==> config.mk <==
export PLATFORM = sky130hd
export DESIGN_NAME = usb4_logical_layer_no_scr_flat
export DESIGN_NICKNAME = d
export VERILOG_FILES = /design/src/rtl/usb4_logical_layer_no_scr_pkg.sv /design/src/rtl/usb4_logical_layer_no_scr_if.sv /design/src/rtl/usb4_ll_os_detect.sv /design/src/rtl/usb4_logical_layer_no_scr.sv /design/src/flat_wrapper.sv
export SDC_FILE = /design/constraint.sdc
export NUM_CORES = 1
export LEC_CHECK = 0
export ABC_CLOCK_PERIOD_IN_PS = 7000
export CORE_ASPECT_RATIO = 1.4
export CORE_UTILIZATION = 53
export DETAILED_ROUTE_END_ITERATION = 6
export GPL_TIMING_DRIVEN = 0
export HOLD_SLACK_MARGIN = 0.06
export PLACE_DENSITY_LB_ADDON = 0.12
export SLEW_MARGIN = 20
export SYNTH_ARGS = -nofsm -noshare
export SYNTH_HDL_FRONTEND = slang
export SYNTH_HIERARCHICAL = 1
export SYNTH_SLANG_ARGS = --single-unit
==> constraint.sdc <==
create_clock -name local_clk -period 7 [get_ports local_clk]
set_clock_uncertainty 0.1 [all_clocks]
set_input_delay 1.05 -clock local_clk [delete_from_list [all_inputs] [get_ports local_clk]]
set_output_delay 1.05 -clock local_clk [all_outputs]
set_load 0.02 [all_outputs]
### M1 wires

The bar under the picture is 20 um long. Supply wires on this layer in gray.
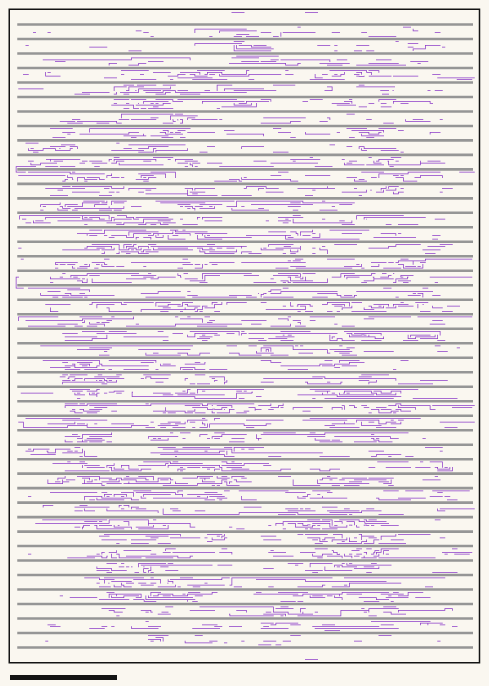
nets with wire on the layer: 675
share of all routed wire: 40%
wire length on this layer: 5,370 um
longest straight run: 28.5 um
via count: 4,930
met1 Use GR: 0.316
Total Wirelength: 13.5 mm

### The metal 2 layer

Cells faint in the background.
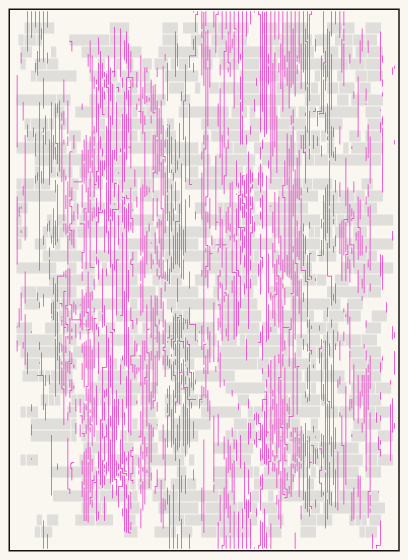
nets with wire on the layer: 692
main direction: vertical
routing usage on met2: 0.467

### Metal 3

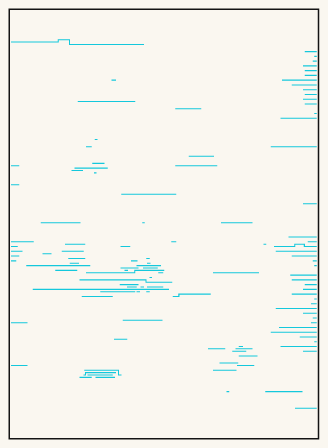
longest straight run: 38.6 um
share of all routed wire: 5.1%
routing usage on met3: 0.0491

==> out/qor.yml <==
rsz0062_at_grt: "false"
slowest_delay_ns: 0.63
slew_violations: 0
warning_count: 67
final_area_mm2: 0.00698
final_nets: 809
synthCells: 584
core-area_mm2: 0.0100
whs_ns: 0.255
drt_iter0_drc: 343
finalHoldViolCount: 0
dr.max_layer_used: "met4"
p_int_mw: 0.819
cts_sinks: 91
inverters_excl_clock: 29
p_comb_frac: 0.080
final_cells: 848
wl_per_cell_um: 15.9
path_common_cell: "clkbuf_1"
fa_ha_area_frac: 0.0479
largest_cell_class: "logic gates"
post-cts-setup-buffer-count: 0
ir_worst_vdd_mv: 0.119
dp_cells: 833
drcViolationCount: 0
largest_reg_flops: 16
clk_share: 0.0375
netlist_area_mm2: 0.00549
gp_congestion: 0.841
lay_top_cells: "clkdlybuf4s50_1, dfrtp_1, nor2_1"
regArea_mm2: 0.00228
yosys.area.top_type_share: 0.410
seq_area_frac: 0.327
tapCellCount: 135
io_pins: 145
most_common_cell: "dfrtp_1"
cp-end-kind: "primary output"
gr-max-usage-layer: "met2"
logic_gate_count: 435
reg2regPathDepth: 7
p_leak_nw: 3.07
top_power_group: "sequential cells"
wl_met1_mm: 5.37
cts_resized: 0
cp_max_fo: 10
setup_viol: 0
dr.pass1.iters: 5
path_clk_slew_ns: 0.06
grt_pass1_vias: 4761
port_buffers: 97
yosysTopAreaCell: "dfrtp_1"
ys_cells: 584
sequentialPower_mw: 0.535
outcome: "completed"
area_delta_synth_final_pct: 27.2
fp-utilization: 0.548
clock_buffers: 12
pre_cts_slack_ns: 3.32
period_used_share: 0.580
tightest_slew_ns: 0.688
lay_top_count: "clkdlybuf4s50_1"
antenna_cells: 0
ys_seq_share: 0.415
htreeDepth: 3
rrSetupSlack_ns: 4.33
xor_share: 0.0223
grt_usage: 0.264
postPlaceCellArea_mm2: 0.00672
topCombFamilyByArea: "simple AND/OR/NAND/NOR gates"
p_sw_mw: 0.239
area_leaders: "dfrtp_1, ha_1, nand3_1, buf_4, nor2_1"
antenna_found_initial: 0
post-route-min-period_ns: 4.06
p_clk_frac: 0.414
vias_per_cell: 5.81
critPathKind: "reg -> out"
die-height_um: 122
dr_wl_met3_um: 682
cts_root_buf: "clkbuf_16"
crit_slowest_cell: "clkdlybuf4s50_1"
cp.depth: 6
worst-path-buf-inv: 3
row_count: 43
clk-power_mw: 0.438
powerComb_mw: 0.0850
nFillCells: 811
post-route-util: 0.697
logic_area_mm2: 0.00286
p_sw_frac: 0.226
